File: src/rtl/mem_arb_pkg.sv
// Shared constants for the two-port memory arbiter: FSM encoding, owner ids, tie-break modes.
package mem_arb_pkg;

  localparam logic [1:0] ST_IDLE   = 2'd0;
  localparam logic [1:0] ST_ACCESS = 2'd1;
  localparam logic [1:0] ST_DONE   = 2'd2;

  localparam logic OWN_FETCH = 1'b0;
  localparam logic OWN_DATA  = 1'b1;

  localparam int unsigned PRIO_FIXED = 0;
  localparam int unsigned PRIO_RR    = 1;

  // A data access must be word aligned; anything else is rejected without touching memory.
  function automatic logic is_misaligned(input logic [1:0] lsb);
    return lsb != 2'b00;
  endfunction

endpackage

File: src/rtl/arb_prio2.sv
// Combinational two-way grant between the fetch and data ports.
module arb_prio2
  import mem_arb_pkg::*;
#(
  parameter int unsigned PRIO_MODE = PRIO_FIXED
) (
  input  logic i_if_req,
  input  logic i_d_req,
  input  logic i_last_grant,
  output logic o_grant_c,
  output logic o_owner_c
);

  // Grant any request; on a tie either data wins or the last winner yields.
  always_comb begin
    o_grant_c = i_if_req | i_d_req;
    o_owner_c = OWN_FETCH;
    if (i_if_req && i_d_req) begin
      if (PRIO_MODE == PRIO_RR) begin
        o_owner_c = (i_last_grant == OWN_FETCH) ? OWN_DATA : OWN_FETCH;
      end else begin
        o_owner_c = OWN_DATA;
      end
    end else if (i_d_req) begin
      o_owner_c = OWN_DATA;
    end
  end

endmodule

File: src/rtl/mem_arbiter.sv
// Serialises fetch and load/store accesses onto one fixed-latency memory port.
module mem_arbiter
  import mem_arb_pkg::*;
#(
  parameter int unsigned ADDR_W    = 32,
  parameter int unsigned DATA_W    = 32,
  parameter int unsigned MEM_LAT   = 2,
  parameter int unsigned PRIO_MODE = 0
) (
  input  logic              clk,
  input  logic              rst,
  input  logic              if_req,
  input  logic [ADDR_W-1:0] if_addr,
  output logic [DATA_W-1:0] if_rdata,
  output logic              if_done,
  input  logic              d_req,
  input  logic              d_we,
  input  logic [ADDR_W-1:0] d_addr,
  input  logic [DATA_W-1:0] d_wdata,
  output logic [DATA_W-1:0] d_rdata,
  output logic              d_done,
  output logic              d_err,
  output logic              mem_en,
  output logic              mem_we,
  output logic [ADDR_W-1:0] mem_addr,
  output logic [DATA_W-1:0] mem_wdata,
  input  logic [DATA_W-1:0] mem_rdata,
  output logic              stall
);

  localparam int unsigned CNT_W = $clog2(MEM_LAT + 1);

  logic [1:0]        r_state,     w_state_nxt;
  logic [CNT_W-1:0]  r_cnt,       w_cnt_nxt;
  logic              r_owner,     w_owner_nxt;
  logic              r_we,        w_we_nxt;
  logic              r_last,      w_last_nxt;
  logic [ADDR_W-1:0] r_mem_addr,  w_mem_addr_nxt;
  logic [DATA_W-1:0] r_mem_wdata, w_mem_wdata_nxt;
  logic [DATA_W-1:0] r_if_rdata,  w_if_rdata_nxt;
  logic [DATA_W-1:0] r_d_rdata,   w_d_rdata_nxt;
  logic              r_if_done,   w_if_done_nxt;
  logic              r_d_done,    w_d_done_nxt;
  logic              r_d_err,     w_d_err_nxt;
  logic              r_mem_en,    w_mem_en_nxt;
  logic              r_mem_we,    w_mem_we_nxt;
  logic              w_grant;
  logic              w_owner;

  arb_prio2 #(
    .PRIO_MODE(PRIO_MODE)
  ) u_arb (
    .i_if_req    (if_req),
    .i_d_req     (d_req),
    .i_last_grant(r_last),
    .o_grant_c   (w_grant),
    .o_owner_c   (w_owner)
  );

  // Next-state and next-output logic for the IDLE -> ACCESS -> DONE sequence.
  always_comb begin
    w_state_nxt     = r_state;
    w_cnt_nxt       = r_cnt;
    w_owner_nxt     = r_owner;
    w_we_nxt        = r_we;
    w_last_nxt      = r_last;
    w_mem_addr_nxt  = r_mem_addr;
    w_mem_wdata_nxt = r_mem_wdata;
    w_if_rdata_nxt  = r_if_rdata;
    w_d_rdata_nxt   = r_d_rdata;
    w_if_done_nxt   = 1'b0;
    w_d_done_nxt    = 1'b0;
    w_d_err_nxt     = 1'b0;
    w_mem_en_nxt    = 1'b0;
    w_mem_we_nxt    = 1'b0;
    case (r_state)
      ST_IDLE: begin
        if (w_grant) begin
          w_owner_nxt = w_owner;
          if (w_owner == OWN_DATA && is_misaligned(d_addr[1:0])) begin
            // Rejected before the memory sees it: done and err next cycle.
            w_we_nxt     = d_we;
            w_state_nxt  = ST_DONE;
            w_d_done_nxt = 1'b1;
            w_d_err_nxt  = 1'b1;
          end else begin
            w_state_nxt  = ST_ACCESS;
            w_cnt_nxt    = CNT_W'(MEM_LAT);
            w_mem_en_nxt = 1'b1;
            if (w_owner == OWN_DATA) begin
              w_we_nxt        = d_we;
              w_mem_we_nxt    = d_we;
              w_mem_addr_nxt  = d_addr;
              w_mem_wdata_nxt = d_wdata;
            end else begin
              w_we_nxt       = 1'b0;
              w_mem_addr_nxt = if_addr;
            end
          end
        end
      end
      ST_ACCESS: begin
        if (r_cnt == '0) begin
          // Read data is on mem_rdata exactly now; stores leave rdata alone.
          w_state_nxt = ST_DONE;
          if (r_owner == OWN_DATA) begin
            w_d_done_nxt = 1'b1;
            if (!r_we) begin
              w_d_rdata_nxt = mem_rdata;
            end
          end else begin
            w_if_done_nxt  = 1'b1;
            w_if_rdata_nxt = mem_rdata;
          end
        end else begin
          w_cnt_nxt = r_cnt - CNT_W'(1);
        end
      end
      ST_DONE: begin
        w_last_nxt  = r_owner;
        w_state_nxt = ST_IDLE;
      end
      default: begin
        w_state_nxt = ST_IDLE;
      end
    endcase
  end

  // State and output registers; reset abandons any access in flight.
  always_ff @(posedge clk or posedge rst) begin
    if (rst) begin
      r_state     <= ST_IDLE;
      r_cnt       <= '0;
      r_owner     <= OWN_FETCH;
      r_we        <= 1'b0;
      r_last      <= OWN_FETCH;
      r_mem_addr  <= '0;
      r_mem_wdata <= '0;
      r_if_rdata  <= '0;
      r_d_rdata   <= '0;
      r_if_done   <= 1'b0;
      r_d_done    <= 1'b0;
      r_d_err     <= 1'b0;
      r_mem_en    <= 1'b0;
      r_mem_we    <= 1'b0;
    end else begin
      r_state     <= w_state_nxt;
      r_cnt       <= w_cnt_nxt;
      r_owner     <= w_owner_nxt;
      r_we        <= w_we_nxt;
      r_last      <= w_last_nxt;
      r_mem_addr  <= w_mem_addr_nxt;
      r_mem_wdata <= w_mem_wdata_nxt;
      r_if_rdata  <= w_if_rdata_nxt;
      r_d_rdata   <= w_d_rdata_nxt;
      r_if_done   <= w_if_done_nxt;
      r_d_done    <= w_d_done_nxt;
      r_d_err     <= w_d_err_nxt;
      r_mem_en    <= w_mem_en_nxt;
      r_mem_we    <= w_mem_we_nxt;
    end
  end

  assign if_rdata  = r_if_rdata;
  assign if_done   = r_if_done;
  assign d_rdata   = r_d_rdata;
  assign d_done    = r_d_done;
  assign d_err     = r_d_err;
  assign mem_en    = r_mem_en;
  assign mem_we    = r_mem_we;
  assign mem_addr  = r_mem_addr;
  assign mem_wdata = r_mem_wdata;

  // Freeze the pipeline while any request is still waiting for its done.
  assign stall = (if_req & ~r_if_done) | (d_req & ~r_d_done);

endmodule

File: config.mk
export PLATFORM = sky130hd
export DESIGN_NAME = mem_arbiter
export DESIGN_NICKNAME = d
export VERILOG_FILES = /design/src/rtl/mem_arb_pkg.sv /design/src/rtl/arb_prio2.sv /design/src/rtl/mem_arbiter.sv
export SDC_FILE = /design/constraint.sdc
export NUM_CORES = 1
export LEC_CHECK = 0
export CAP_MARGIN = 20
export CORE_ASPECT_RATIO = 0.8
export CORE_UTILIZATION = 35
export CTS_CLUSTER_SIZE = 24
export DETAILED_ROUTE_END_ITERATION = 7
export PLACE_DENSITY = 0.75
export RECOVER_POWER = 100
export SLEW_MARGIN = 20
export SYNTH_ARGS = -nofsm -noshare
export SYNTH_HDL_FRONTEND = slang
export SYNTH_SLANG_ARGS = --single-unit
File: constraint.sdc
create_clock -name clk -period 6.6 [get_ports clk]
set_clock_uncertainty 0.2 [all_clocks]
set_input_delay 1.32 -clock clk [delete_from_list [all_inputs] [get_ports clk]]
set_output_delay 1.32 -clock clk [all_outputs]
set_load 0.01 [all_outputs]
Run 1, power grid:
Pins as bars on the die edge. Tap cells in gray.
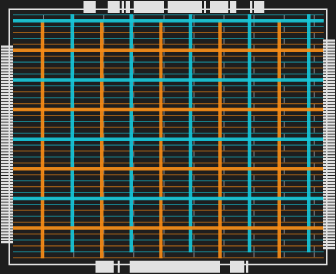
| net | color |
|---|---|
| VSS | orange |
| VDD | cyan |
signal pins: 267
met5 straps: 8
met1 rails: 42
Die Wd: 145 um
highest ir drop seen on vdd: 0.241 mV
Die Y: 116 um

Run 1, placement by cell class:
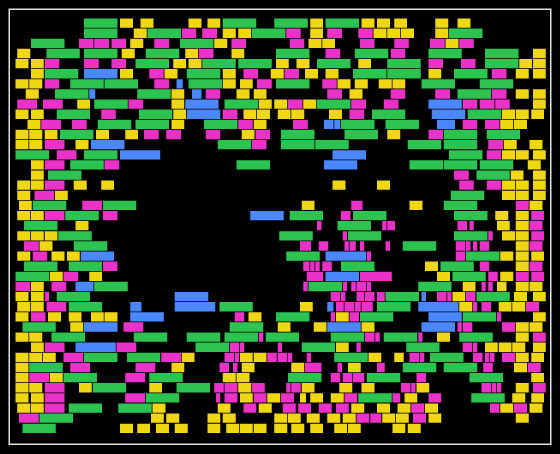
| class | color | cells | share of their area |
|---|---|---|---|
| remaining buffers and delay cells | yellow | 268 | 30% |
| remaining logic cells | magenta | 226 | 23% |
| clock drivers and dummy loads | blue | 32 | 7.3% |
| registers | green | 139 | 39% |
row cnt: 41
Seq/total area: 38.1%
core region area: 0.0159 mm2

Run 1, clock distribution:
Scale bar: 50 um.
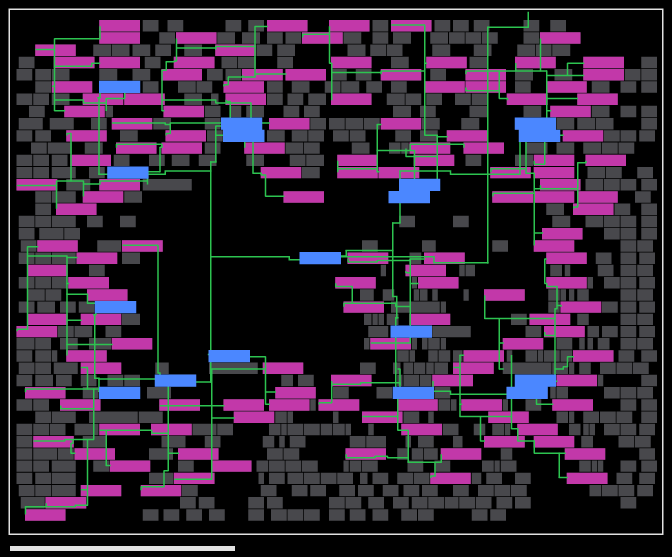
[clock wires] green | length: 1770 um
[clock-net drivers] blue | count: 17
[flip-flops] magenta | count: 139
routed clock nets: 18
Late-Pin Clk Latency: 0.41 ns
Clk. pwr: 1040 uW
Clock Power Share: 25.2%

==> GITHUB_STEP_SUMMARY, run 1 <==
### Yosys + OpenROAD results

| Metric | Value |
|---|---|
| Synth Seq Share | 60.8% |
| CTS Buffer Depth | 2 |
| Crit path buffers/inverters | 1 |
| Kind of end point of the critical path | flop |
| Status | finished with violations |
| Clkbuf count | 20 |
| Final Max Slew Viols | around 220 |
| Register area | 0.00348 mm2 |
| Crit-path leading delay family | simple AND/OR/NAND/NOR gates |
| Setup tns final | 0 ns |
| Dominant cell area share | 60.8% |
| Largest class | flip-flops and latches |
| Vias per inst | 4.71 |
| Combinational share of power | 39.0% |
| And+or+nand+nor area frac | 4.72% |
| Resized Gates After CTS | 0 |
| Adder share | 0.219% |
| Initial antenna violation count | 0 |
| Setup bufs post-CTS | 0 |
| Num CTS Buffers | 17 |
| Htree depth | 4 |
| Top cell excl fill/tap | dfrtp_1 |
| Warnings from Yosys | 0 |
| Worst hold path type | reg2reg |
| Net count after synthesis | 522 |
| Required time worst endpoint | 6.68 ns |
| Slowest stage delay, CP | around 1.7 ns |
| Logic family by area | multiplexers |
| Fillers | approximately 1300 |
| Hold WS | 0.263 ns |
| Slew HR | -128% |
| Hold Fails Final Rpt | 0 |
| Achievable frequency | ~190 MHz |
| Psw | 1210 uW |
| Critical path class | in2reg |
| Total Power | 4130 uW |
| Clock Sinks | 139 |
| Met1 GRT Util | 19.7% |
| Placed insts | 848 |
| Met2 usage | 31.2% |
| Router iterations before antenna repair | 5 |
| Syn Inst Count | 388 |
| Flop count | about 140 |
| CTS Hold Bufs | 0 |
| Clk cell area share | 7.12% |
| Mux area share | roughly a quarter |
| Multi-In Gates | 220 |
| Complex Gates by Area | 5.44% |
| Final cycle utilization of the critical path | 80.0% |
| Clock period minus worst slack | 5.28 ns |
| Netlist cell types | 34 |
| PD cells | 452 mW/mm2 |
| Comb area share | 22.4% |
| Iteration-0 DRC Markers | 151 |
| Critical path arrival | 5.36 ns |
| Cell Area, Placed | approximately 0.0085 mm2 |
| Core Util at FP | 36.0% |
| Most instantiated cells after synthesis | dfrtp_1 (139), mux2_2 (71), nor2_1 (34) |
| Pin count of the biggest net entering global routing | 91 |
| Placer Congestion | 0.828 |
| Worst Slack Setup Final | 1.32 ns |
| ANT cells | 0 |
| DRT Wirelength | 14500 um |
| Post-layout util | 57.5% |
| Met2 WL | roughly 7300 um |
| CP Cell Sequence | buf_2 > nor3b_1 > nand2_1 > mux2_4 |
| Comb area | 0.00205 mm2 |
| Final Non-Filler Cells | between 800 and 900 |
| GR Util met3 | 6.25% |
| Slew @ Worst Pin | 3.42 ns |
| Tool Warnings | 26 |
| Synth area leader | dfrtp_1 |
| Worst-path clk slew | around 0.060 ns |
| CTS tree | yes |
| Uppermost routed layer | met4 |
| N_taps | 215 |
| Failing checks | max-capacitance violations, max-slew violations |
| Post-DRT Antenna Nets | 0 |
| Post-synthesis register bit count | roughly 140 |
| PortBufs | around 270 |
| Met3 WL | 1120 um |
| Leakage | 0.00411 uW |
| Synth top cell by count | dfrtp_1 |
| DRC violations left | 0 |
| Top cells excl fill/tap | dfrtp_1 (139), dlygate4sd3_1 (134), clkdlybuf4s50_1 (131) |
| Xor/xnor share | 0% |
| Vias | 4148 |
| Signal buf overhead | 29.2% |
| Ys flop type | dfrtp_1 |
| Post-Syn Area | 0.00573 mm2 |
| MaxCap Viol Count | 4 |
| DR WL/cell | 16.4 um |
| Bufs w/o clock | about 270 |
| Slowest stage cell, crit path | nand2_1 |
| HPWL Detailed | just over 10000 um |
| Cell area leaders | dfrtp_1 (61%), mux2_2 (14%), mux2_4 (6.6%) |
| Maximum fanout along the worst path | 64 |
| Inverters excl. clock | 6 |
| Synthesized area per cell | 14.8 um2 |
| First-pass GRT wire length | 23000 um |
| Vias in the first global route | 4468 |
| Ports | around 270 |
| Asr flop ratio synth | 100% |
| Yosys Chip Area | 0.00573 mm2 |
| Nets | 786 |
| Layout cell share with drive strength beyond 1 | around 20% |
| Gr usage total | around 18% |
| Gr ovfl total | 0 |
| RSZ-0062 raised after global routing | false |
| Area Overhead vs Synth | 59.7% |
| EDFF count, synth | 0 |
| Place WS | 2.15 ns |
| Power share of the sequential group | between 30% and 40% |
| CTS Root Cell | clkbuf_16 |
| Global route hottest layer | met2 |
| Die ar. | 0.0169 mm2 |
| Final setup fails | 0 |
| Sw Share | between 20% and 30% |
| Ys cells | a little under 400 |
| Startpoint Class | primary input |
| Pint | 2920 uW |
[run 1: power groups by stage]
stage | Sequential [uW] | Clock [uW] | Combinational [uW]
after floorplan | 1660 | 0 | 598
after global placement | 1490 | 0 | 1730
after detailed placement | 1510 | 0 | 1770
after CTS | 1510 | 1060 | 1780
after global routing | 1540 | 1100 | 1730
final | 1480 | 1040 | 1610
[run 1: final timing paths]
kind	startpoint	to	slack, ns	depth (start not counted)
min in group asynchronous	rst	mem_wdata[6]	2.26	2
max in group asynchronous	rst	mem_addr[25]	1.86	3
min reg2reg	r_cnt[0]	r_cnt[0]	0.26	1
max	d_req	mem_wdata[15]	1.32	4
min	r_cnt[0]	r_cnt[0]	0.26	1
max reg2reg	r_state[0]	mem_wdata[15]	2.54	3
Run 1, routed metal, one color a layer:
Scale bar: 50 um.
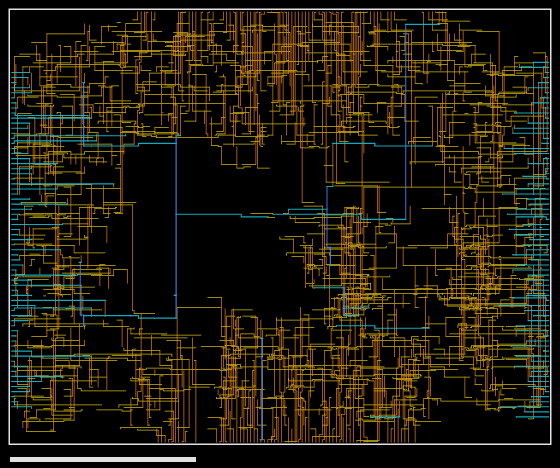

==> run 2: changes to the inputs <==
--- a/config.mk
+++ b/config.mk
@@ -10,7 +10,7 @@
 export CORE_UTILIZATION = 35
 export CTS_CLUSTER_SIZE = 24
 export DETAILED_ROUTE_END_ITERATION = 7
-export PLACE_DENSITY = 0.75
+export PLACE_DENSITY = 0.78
 export RECOVER_POWER = 100
 export SLEW_MARGIN = 20
 export SYNTH_ARGS = -nofsm -noshare
==> constraint.sdc (replaced) <==
create_clock -name clk -period 4.7 [get_ports clk]
set_clock_uncertainty 0.2 [all_clocks]
set_input_delay 0.94 -clock clk [delete_from_list [all_inputs] [get_ports clk]]
set_output_delay 0.94 -clock clk [all_outputs]
set_load 0.01 [all_outputs]
Run 2, routed metal, one color a layer:
Scale bar: 50 um.
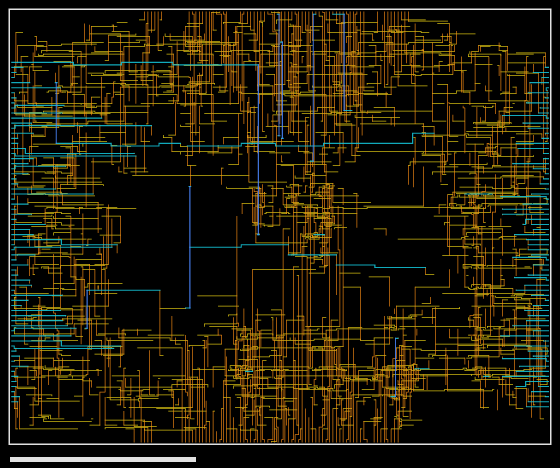
| layer | color | wire length |
|---|---|---|
| M2 | orange | 7390 um |
| M3 | cyan | 1240 um |
| M1 | yellow | 5790 um |
| M4 | blue | 244 um |
Vias: 4112
DRT Wirelength: 14700 um
gr usage total: 17.9%
DR WL/cell: 16.6 um

Run 2, power grid:
Pins as bars on the die edge. Tap cells in gray.
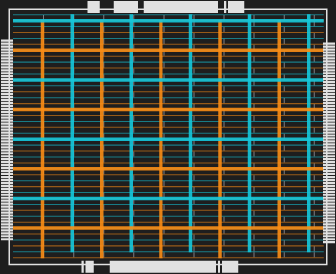
| net | color |
|---|---|
| VSS | orange |
| VDD | cyan |
met5 straps: 8
tap cells: 215
met1 rails: 42
highest ir drop seen on vdd: 0.376 mV

==> run 2 against run 1 <==
Effect of this change: the flow still finishes with violations (max-capacitance violations, max-slew violations); register-to-register slack worse by 1.6 ns; sequential power rose by about 40%; synthesized area is the same; global-route usage is 0.33 points higher; final area shrank 1.3%; final cell count grew 0.11%; critical path depth up 1; total power rose by 36%; first-iteration DRC count is 19% lower; wire length rose by 1.4%; critical endpoint is now if_rdata[14]; largest power group unchanged; highest routed layer unchanged.
==> GITHUB_STEP_SUMMARY, run 2 <==
### Yosys + OpenROAD results

| Metric | Value |
|---|---|
| Status | finished with violations |
| Failing checks | max-capacitance violations, max-slew violations |
| PD cells | 623 mW/mm2 |
| Critical path arrival | 3.81 ns |
| Final Non-Filler Cells | 881 |
| Ys cells | 388 |
| Slowest stage cell, crit path | nor2_1 |
| Slowest stage delay, CP | about 2.1 ns |
| MaxCap Viol Count | 3 |
| Iteration-0 DRC Markers | 122 |
| Slew HR | -94.4% |
| Initial antenna violation count | 0 |
| DRC violations left | 0 |
| Layout cell share with drive strength beyond 1 | 16.1% |
| Top cells excl fill/tap | dfrtp_1 (139), dlygate4sd3_1 (135), clkdlybuf4s50_1 (130) |
| Complex Gates by Area | 5.44% |
| Synth top cell by count | dfrtp_1 |
| Netlist cell types | 34 |
| Gr ovfl total | 0 |
| Xor/xnor share | 0% |
| Hold path cells | 1 |
| Core Util at FP | 36.0% |
| Final setup fails | 0 |
| Achievable frequency | about 270 MHz |
| Router iterations before antenna repair | 4 |
| Setup tns final | 0 ns |
| Final Max Slew Viols | 207 |
| Vias per inst | 4.67 |
| RSZ-0062 raised after global routing | false |
| Post-Syn Area | about 0.0057 mm2 |
| CP startpoint | r_cnt[0] |
| Ports | 267 |
| Cell Area, Placed | around 0.0085 mm2 |
| Synthesized area per cell | 14.8 um2 |
| Power Combinational | 2170 uW |
| Hold WS | about 0.27 ns |
| Late-Pin Clk Latency | 0.41 ns |
| Synth Seq Share | just over 60% |
| CTS Hold Bufs | 0 |
| Required time worst endpoint | 4.79 ns |
| Critical Path End | if_rdata[14] |
| Worst Slack Setup Final | 0.981 ns |
| Leakage | 0.00397 uW |
| Nets | 787 |
| CTS Buffer Depth | 2 |
| Post-DRT Antenna Nets | 0 |
| Mux area share | 25.8% |
| Htree depth | 4 |
| Core region area | 0.0159 mm2 |
| Clock Sinks | 139 |
| Adder share | 0.219% |
| Row cnt | 41 |
| Levels on crit path | 5 |
| Die Wd | approximately 140 um |
| Syn Inst Count | 388 |
| Power share of the sequential group | 36.9% |
| CTS Root Cell | clkbuf_16 |
| Tool Warnings | 28 |
| ANT cells | 0 |
| Psw | 1740 uW |
| Reg2reg start | r_cnt[0] |
| Worst-path clk slew | 0.06 ns |
| Final cycle utilization of the critical path | approximately four fifths |
| First-pass GRT wire length | 23200 um |
| Yosys Chip Area | 0.00573 mm2 |
Run 2, placement by cell class:
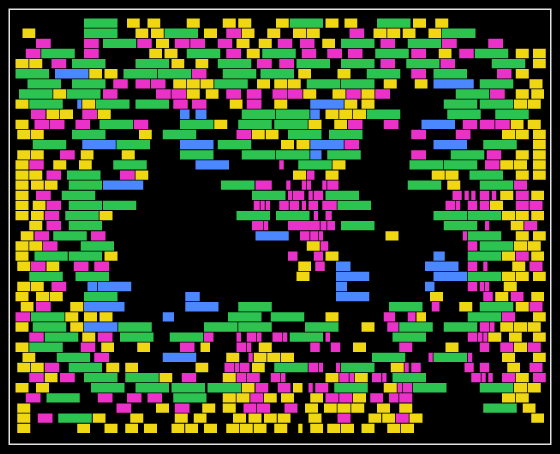
| class | color | cells | share of their area |
|---|---|---|---|
| remaining logic cells | magenta | 226 | 23% |
| remaining buffers and delay cells | yellow | 269 | 31% |
| registers | green | 139 | 40% |
| clock drivers and dummy loads | blue | 32 | 7.0% |
design area: 0.00902 mm2
post-layout util: 56.8%
Seq/total area: 38.5%

==> run 2: cell counts after synthesis <==
Identical to the previous run, type by type.
==> run 2: per-layer routing <==
layer | GRT usage, % | share of wire, % | routed length (um)
met1 | 20.5 | 39 | 5790
met2 | 30.3 | 50 | 7390
met3 | 7.66 | 8.4 | 1240
met4 | 6.60 | 1.7 | 244
met5 | 0 | 0 | 0
==> run 2: area by class of cell <==
cell class | count | area, um2
Fill cell | 1315 | 6880
Sequential cell | 139 | 3480
Timing Repair Buffer | 269 | 2680
Multi-Input combinational cell | 220 | 1960
Clock buffer | 18 | 429
Tap cell | 215 | 269
Clock inverter | 14 | 186
Inverter | 6 | 26.3
Run 2, routing congestion:
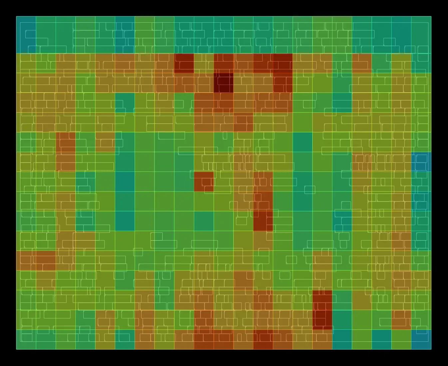

==> run 3: changes to the inputs <==
==> constraint.sdc (replaced) <==
create_clock -name clk -period 3.41 [get_ports clk]
set_clock_uncertainty 0.2 [all_clocks]
set_input_delay 0.682 -clock clk [delete_from_list [all_inputs] [get_ports clk]]
set_output_delay 0.682 -clock clk [all_outputs]
set_load 0.01 [all_outputs]
Run 3, routing congestion:
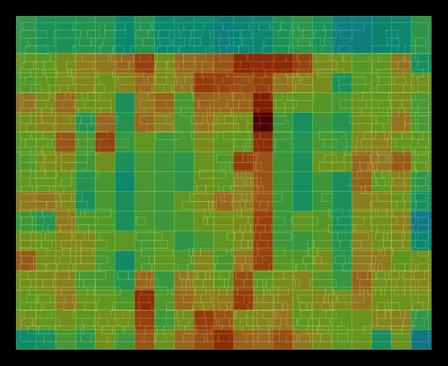
met2 usage: 30.9%
post-layout util: 57.5%
gr usage total: 17.3%
GR Util met3: 6.64%

Run 3, clock distribution:
Scale bar: 50 um.
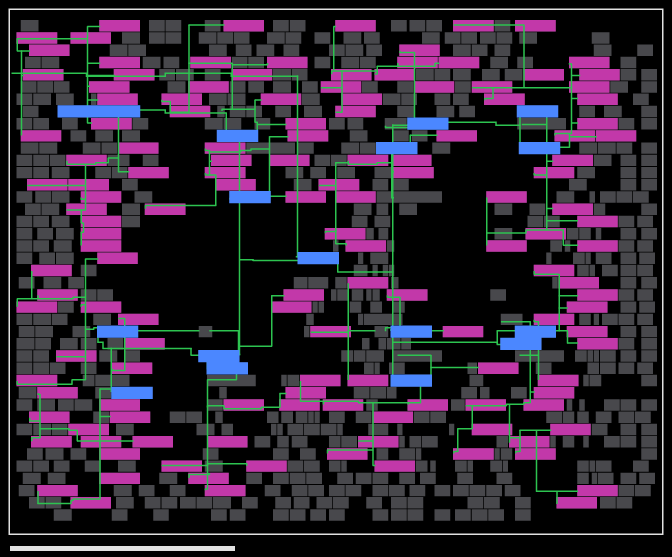
[flip-flops] magenta | count: 139
[clock wires] green | length: 1670 um
[clock-net drivers] blue | count: 17
routed clock nets: 18
Clock Power Share: 26.4%
Clk. pwr: 2100 uW
Late-Pin Clk Latency: 0.40 ns

Run 3, placement by cell class:
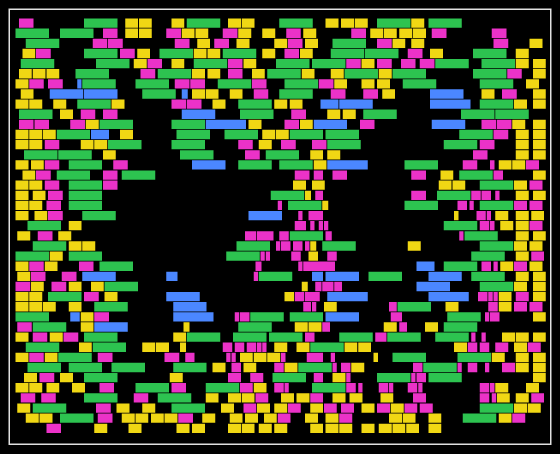
| class | color | cells | share of their area |
|---|---|---|---|
| remaining logic cells | magenta | 226 | 23% |
| remaining buffers and delay cells | yellow | 275 | 31% |
| clock drivers and dummy loads | blue | 31 | 7.7% |
| registers | green | 139 | 39% |
Seq/total area: 38.1%
design area: 0.00914 mm2

==> run 3 against run 2 <==
Effect of this change: the run still ends with max-capacitance violations, max-slew violations left; non-clock buffer count is 6 higher; largest power group unchanged; synthesized cell count stayed put; synthesized area stayed put; critical path depth is 1 lower; total power is 41% higher; final cell count is 0.57% higher; count of clock-buffer cells in the layout is 3 higher; final area is 1.2% higher.
==> GITHUB_STEP_SUMMARY, run 3 <==
### Yosys + OpenROAD results

| Metric | Value |
|---|---|
| Status | finished with violations |
| Failing checks | max-capacitance violations, max-slew violations |
| Logic family by area | multiplexers |
| Power share of the sequential group | between 30% and 40% |
| Syn Inst Count | 388 |
| Die ar. | 0.0169 mm2 |
| Clk cell area share | 7.45% |
| Synthesized area per cell | 14.8 um2 |
| Reg2reg setup slack | 0.66 ns |
| Achievable frequency | 324 MHz |
| Htree depth | 4 |
| Clock Sinks | between 100 and 150 |
| Adder share | 0.219% |
| Slowest stage cell, crit path | dlygate4sd3_1 |
| Signal buf overhead | 29.6% |
| Leakage | 0.00404 uW |
| Asr flop ratio synth | 100% |
| Worst hold path type | reg2reg |
| R2R cell count | 4 |
| Comb area share | between 20% and 30% |
| Yosys Chip Area | 0.00573 mm2 |
| Hold path startpoint | r_cnt[0] |
| HPWL Detailed | roughly 10000 um |
| Power Combinational | 3000 uW |
| PD cells | between 800 and 900 mW/mm2 |
| EDFF count, synth | 0 |
| Seq group | ~2900 uW |
| Critical Path End | stall |
| Sw Share | 29.3% |
| Core Util at FP | 36.0% |
| Slowest stage delay, CP | 0.68 ns |
| Mux area share | 25.8% |
| Hold Fails Final Rpt | 0 |
| Ys cells | 388 |
| Num CTS Buffers | 17 |
| Ys flop type | dfrtp_1 |
| DR WL/cell | 16.2 um |
| Synth top cell by count | dfrtp_1 |
| Vias per inst | 4.62 |
| First-pass GRT wire length | 22600 um |
| Xor/xnor share | 0% |
| ANT cells | 0 |
| MaxCap Viol Count | 1 |
| Cell area leaders | dfrtp_1 (61%), mux2_2 (14%), mux2_4 (6.6%) |
| N_taps | about 220 |
| Layout cell share with drive strength beyond 1 | 17.1% |
| Worst reg2reg path endpoint | mem_addr[8] |
| Iteration-0 DRC Markers | 129 |
| Cell mode on critical path | dlygate4sd3_1 |
| Synth area leader | dfrtp_1 |
| Largest class | flip-flops and latches |
| Required time worst endpoint | 2.53 ns |
| CP startpoint | if_req |
| Most instantiated cells after synthesis | dfrtp_1 (139), mux2_2 (71), nor2_1 (34) |
| CTS tree | yes |
| Post-DRT Antenna Nets | 0 |
| Multi-In Gates | 220 |
| Final Max Slew Viols | 88 |
| Router iterations before antenna repair | 4 |
| Area Overhead vs Synth | 59.6% |
| Resized Gates After CTS | 0 |
| Clkbuf count | 21 |
| DRT Wirelength | 14400 um |
| Ports | 267 |
| Slew @ Worst Pin | 1.94 ns |
| Top cells excl fill/tap | dfrtp_1 (139), dlygate4sd3_1 (135), clkdlybuf4s50_1 (130) |
| Top cell excl fill/tap | dfrtp_1 |
| RSZ-0062 raised after global routing | false |
| Netlist cell types | 34 |
| Core region area | around 0.016 mm2 |
| Vias in the first global route | 4382 |
| Die Y | ~120 um |
| CTS Hold Bufs | 0 |
| PortBufs | 266 |
| Worst Hold End | r_cnt[0] |
| Gr ovfl total | 0 |
| Warnings from Yosys | 0 |
| Post-synthesis register bit count | 139 |
| Initial antenna violation count | 0 |
| Worst-path clk slew | about 0.050 ns |
| Nets | 793 |
| Pin count of the biggest net entering global routing | 88 |
| Register area | 0.00348 mm2 |
| Setup tns final | 0 ns |
| Fillers | 1294 |
| Clock period minus worst slack | 3.09 ns |
| Vias | 4094 |
| Slew HR | -29.4% |
| Tool Warnings | 26 |
| Maximum fanout along the worst path | 6 |
| Total Power | 7950 uW |
| CP Cell Sequence | dlygate4sd3_1 > inv_1 > o22ai_1 > dlygate4sd3_1 |
| Combinational share of power | 37.7% |
| Top Consumer | combinational cells |
| CTS Buffer Depth | 2 |
| Highest ir drop seen on vdd | 0.564 mV |
| Psw | 2330 uW |
| Kind of end point of the critical path | primary output |
| Final setup fails | 0 |
| Dominant cell area share | between 60% and 70% |
| And+or+nand+nor area frac | 4.72% |
| Post-Syn Area | 0.00573 mm2 |
| Critical path arrival | ~2.2 ns |
| CTS Root Cell | clkbuf_16 |
| Net count after synthesis | 522 |
| Comb area | 0.00198 mm2 |
| Setup bufs post-CTS | 0 |
| Flop count | 139 |
| Reg2reg start | r_state[0] |
| Hold path cells | 1 |
| Placer Congestion | 0.811 |
| Die Wd | around 140 um |
| Critical path class | in2out |
| Pint | 5620 uW |
| Final cycle utilization of the critical path | 90.6% |
| Complex Gates by Area | 5.44% |
| Inverters excl. clock | 6 |
| Bufs w/o clock | roughly 280 |
| Synth Seq Share | 60.8% |
| Startpoint Class | primary input |
| DRC violations left | 0 |
| Row cnt | 41 |
## run 3: per-stage QoR
stage	instances	area, um2	worst slack (ns)	hold WS (ns)
floorplan	388	5730	0.793	0.240
detailed placement	855	8590	0.452	0.269
CTS	886	9270	0.452	0.276
global route	886	9140	0.222	0.300
finish	886	9140	0.319	0.274
global placement	855	8590	0.442	0.250
## run 3: kinds of logic after synthesis
family          count (synthesis)
buf+inv                        29
flops                         139
simple gates                   52
compound gates                 41
mux                           126
fa+ha+maj                       1
## run 3: metal layers
metal  global-route usage (%)  vias up  wire [um]
li1                         -     1933          -
met1                     19.0     1983       5760
met2                     30.9      162       7340
met3                     6.64       16       1090
met4                     6.03        0        202
met5                        0        -          0
## run 3: critical path: cells and delay by family
family | cells | cell delay, ns
AOI/OAI and AO/OA | 1 | 0.15
buffers and inverters | 3 | 1.38
No activity file was given, so power comes from the tool's default toggle rates.
